File: config.mk
export PLATFORM = sky130hd
export DESIGN_NAME = seg7_scan_display_flat
export DESIGN_NICKNAME = d
export VERILOG_FILES = /design/src/rtl/seg7_scan_display_pkg.sv /design/src/rtl/seg7_scan_display_if.sv /design/src/rtl/seg7_scan_display_hex7seg.sv /design/src/rtl/seg7_scan_display.sv /design/src/flat_wrapper.sv
export SDC_FILE = /design/constraint.sdc
export NUM_CORES = 1
export LEC_CHECK = 0
export CELL_PAD_IN_SITES_DETAIL_PLACEMENT = 0
export CELL_PAD_IN_SITES_GLOBAL_PLACEMENT = 1
export CORE_MARGIN = 2
export CORE_UTILIZATION = 42
export DETAILED_ROUTE_END_ITERATION = 10
export PLACE_DENSITY = 0.77
export SYNTH_ARGS = -nofsm -noshare
export SYNTH_HDL_FRONTEND = slang
export SYNTH_SLANG_ARGS = --single-unit
File: constraint.sdc
create_clock -name clock -period 3.48 [get_ports clock]
set_input_delay 0.348 -clock clock [delete_from_list [all_inputs] [get_ports clock]]
set_output_delay 0.348 -clock clock [all_outputs]
set_load 0.01 [all_outputs]
File: src/rtl/seg7_scan_display_pkg.sv
// Shared definitions for the seven-segment scan display: register map,
// control-word layout and small helpers.
package seg7_scan_display_pkg;

  localparam logic [1:0] SEG_ADDR_LO   = 2'b00;
  localparam logic [1:0] SEG_ADDR_HI   = 2'b01;
  localparam logic [1:0] SEG_ADDR_CTRL = 2'b10;

  localparam int CTRL_EN_BIT    = 0;
  localparam int CTRL_BLANK_BIT = 1;
  localparam int CTRL_DP_LSB    = 8;

  localparam logic [15:0] CTRL_RESET = 16'h0001;

  // Active-low one-hot digit enable for the selected digit.
  function automatic logic [7:0] digit_enable(input logic [2:0] idx);
    return ~(8'b0000_0001 << idx);
  endfunction

endpackage

File: src/rtl/seg7_scan_display_if.sv
// CPU IO-bus write port of the seven-segment display (store side only).
interface seg7_scan_display_if;
  logic        segwrite;
  logic        segcs;
  logic [1:0]  segaddr;
  logic [15:0] segwdata;

  modport master (output segwrite, output segcs, output segaddr, output segwdata);
  modport slave  (input  segwrite, input  segcs, input  segaddr, input  segwdata);
endinterface

File: src/rtl/seg7_scan_display_hex7seg.sv
// Combinational hex nibble to active-low seven-segment pattern, [0]=a .. [6]=g.
module seg7_scan_display_hex7seg (
  input  logic [3:0] i_nib,
  output logic [6:0] o_seg
);

  always_comb begin
    o_seg = 7'h40;
    case (i_nib)
      4'h0: o_seg = 7'h40;
      4'h1: o_seg = 7'h79;
      4'h2: o_seg = 7'h24;
      4'h3: o_seg = 7'h30;
      4'h4: o_seg = 7'h19;
      4'h5: o_seg = 7'h12;
      4'h6: o_seg = 7'h02;
      4'h7: o_seg = 7'h78;
      4'h8: o_seg = 7'h00;
      4'h9: o_seg = 7'h10;
      4'hA: o_seg = 7'h08;
      4'hB: o_seg = 7'h03;
      4'hC: o_seg = 7'h46;
      4'hD: o_seg = 7'h21;
      4'hE: o_seg = 7'h06;
      4'hF: o_seg = 7'h0E;
      default: o_seg = 7'h40;
    endcase
  end

endmodule

File: src/rtl/seg7_scan_display.sv
// Memory-mapped eight-digit common-anode display driver: holds a 32-bit value
// and control word, scans one digit every SCAN_DIV clocks, registered pins.
module seg7_scan_display
  import seg7_scan_display_pkg::*;
#(
  parameter int SCAN_DIV = 100000,
  parameter int DIGITS   = 8
) (
  input  logic                 clock,
  input  logic                 reset,
  seg7_scan_display_if.slave   bus,
  output logic [7:0]           seg_en,
  output logic [7:0]           seg_out
);

  localparam int IDX_W = $clog2(DIGITS);
  localparam int CNT_W = (SCAN_DIV > 2) ? $clog2(SCAN_DIV) : 1;

  logic [15:0]      r_val_lo;
  logic [15:0]      r_val_hi;
  logic             r_ctrl_en;
  logic             r_ctrl_blank;
  logic [7:0]       r_dp_mask;
  logic [CNT_W-1:0] r_cnt_p0;
  logic [IDX_W-1:0] r_idx_p0;
  logic [7:0]       r_seg_en_p1;
  logic [7:0]       r_seg_out_p1;

  logic             w_wr;
  logic [31:0]      w_val;
  logic [3:0]       w_nib;
  logic [6:0]       w_hex;
  logic             w_blank;
  logic             w_last;

  assign w_wr   = bus.segwrite & bus.segcs;
  assign w_val  = {r_val_hi, r_val_lo};
  assign w_nib  = w_val[{r_idx_p0, 2'b00} +: 4];
  assign w_last = (r_cnt_p0 == CNT_W'(SCAN_DIV - 1));

  // A digit is a leading zero when it and every digit to its left are zero.
  assign w_blank = r_ctrl_blank && (r_idx_p0 != '0) &&
                   ((w_val >> {r_idx_p0, 2'b00}) == 32'd0);

  seg7_scan_display_hex7seg u_hex (
    .i_nib (w_nib),
    .o_seg (w_hex)
  );

  always_ff @(posedge clock) begin
    if (reset) begin
      r_val_lo     <= '0;
      r_val_hi     <= '0;
      r_ctrl_en    <= CTRL_RESET[CTRL_EN_BIT];
      r_ctrl_blank <= CTRL_RESET[CTRL_BLANK_BIT];
      r_dp_mask    <= CTRL_RESET[CTRL_DP_LSB +: 8];
    end else if (w_wr) begin
      case (bus.segaddr)
        SEG_ADDR_LO: r_val_lo <= bus.segwdata;
        SEG_ADDR_HI: r_val_hi <= bus.segwdata;
        SEG_ADDR_CTRL: begin
          r_ctrl_en    <= bus.segwdata[CTRL_EN_BIT];
          r_ctrl_blank <= bus.segwdata[CTRL_BLANK_BIT];
          r_dp_mask    <= bus.segwdata[CTRL_DP_LSB +: 8];
        end
        default: ;
      endcase
    end
  end

  // Stage p0: scan counter and digit index
  always_ff @(posedge clock) begin
    if (reset) begin
      r_cnt_p0 <= '0;
      r_idx_p0 <= '0;
    end else if (w_last) begin
      r_cnt_p0 <= '0;
      r_idx_p0 <= r_idx_p0 + IDX_W'(1);
    end else begin
      r_cnt_p0 <= r_cnt_p0 + CNT_W'(1);
    end
  end

  // Stage p1: registered pin drive from the current digit
  always_ff @(posedge clock) begin
    if (reset || !r_ctrl_en || w_blank) begin
      r_seg_en_p1  <= 8'hFF;
      r_seg_out_p1 <= 8'hFF;
    end else begin
      r_seg_en_p1  <= digit_enable(r_idx_p0);
      r_seg_out_p1 <= {~r_dp_mask[r_idx_p0], w_hex};
    end
  end

  assign seg_en  = r_seg_en_p1;
  assign seg_out = r_seg_out_p1;

endmodule

File: src/flat_wrapper.sv
// flat-port wrapper written by rule: the top's interface ports become plain ports
module seg7_scan_display_flat import seg7_scan_display_pkg::*;
#(
  parameter int SCAN_DIV = 100000,
  parameter int DIGITS   = 8
)
  (clock, reset, seg_en, seg_out, bus_segwrite, bus_segcs, bus_segaddr, bus_segwdata);
  seg7_scan_display_if bus_i ();
  input  logic clock;
  input  logic reset;
  output logic [7:0] seg_en;
  output logic [7:0] seg_out;
  input wire logic [$bits(bus_i.segwrite)-1:0] bus_segwrite;
  input wire logic [$bits(bus_i.segcs)-1:0] bus_segcs;
  input wire logic [$bits(bus_i.segaddr)-1:0] bus_segaddr;
  input wire logic [$bits(bus_i.segwdata)-1:0] bus_segwdata;
  assign bus_i.segwrite = bus_segwrite;
  assign bus_i.segcs = bus_segcs;
  assign bus_i.segaddr = bus_segaddr;
  assign bus_i.segwdata = bus_segwdata;
  seg7_scan_display #(.SCAN_DIV(SCAN_DIV), .DIGITS(DIGITS)) u_core (.clock(clock), .reset(reset), .bus(bus_i), .seg_en(seg_en), .seg_out(seg_out));
endmodule
**Floorplan with the power grid**

The bar under the picture is 20 µm long. Pins as bars on the die edge.
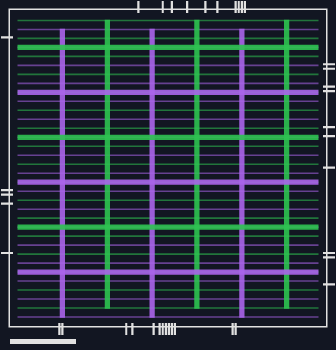
Green stands for VDD. Purple stands for VSS.
38 signal pins sit on the boundary. 34 met1 rails follow the rows. The core has 33 rows. 6 straps on met4.
worst vdd ir: 0.223 mV
Die Span X: 95.6 µm
die height: 95.6 µm

==> job_summary.md <==
### Metrics collected by this job

| Metric | Value |
|---|---|
| Ports | 38 |
| Clock buffer cells | 11 |
| Critical path buffers and inverters | 2 |
| Initial antenna violation count | 0 |
| Pwr top | sequential cells |
| Min cycle time layout | 3.21 ns |
| Run status | complete, no violations |
| DR WL met2 | 3.88 mm |
| Combinational Power | 152 µW |
| Worst path arrival time | 3.48 ns |
| Init Core Util | 0.431 |
| Start point of the worst hold path | u_core.r_cnt_p0[0] |
| Fin crit share | 0.923 |
| M1 GR Usage | 0.266 |
| Crit Reg-Reg Endpoint | u_core.seg_out[6] |
| Clk pin slew, worst setup/hold paths | 0.08 ns |
| TritonCTS clock tree | done |
| GP Congestion | 0.894 |
| Post-placement cell area | 0.00399 mm² |
| Total GRT Usage | 0.201 |
| Routing usage on met3 | 0.0348 |
**Placement by cell class**

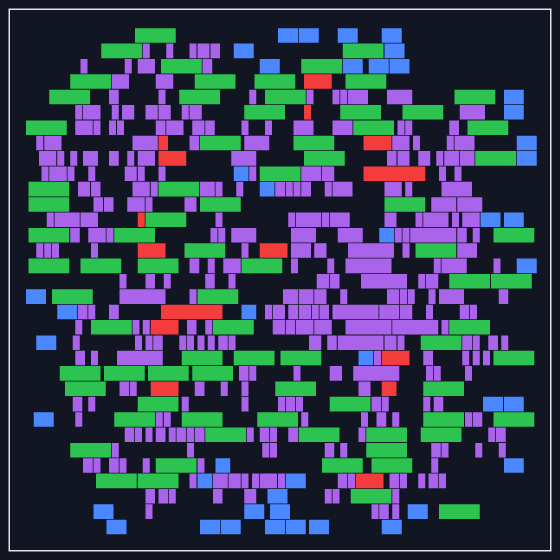
Green stands for flip-flops, cells 78, share of their area 38%. Blue stands for other buffers and delay cells, cells 44, share of their area 10%. Purple stands for all other logic, cells 314, share of their area 46%. Red stands for clock drivers and dummy loads, cells 15, share of their area 5.0%.
flop share of the area: 0.373
post-layout util: 0.512
# rows: 33
core area: 0.00818 mm²

Power and IR drop assume default switching activity.
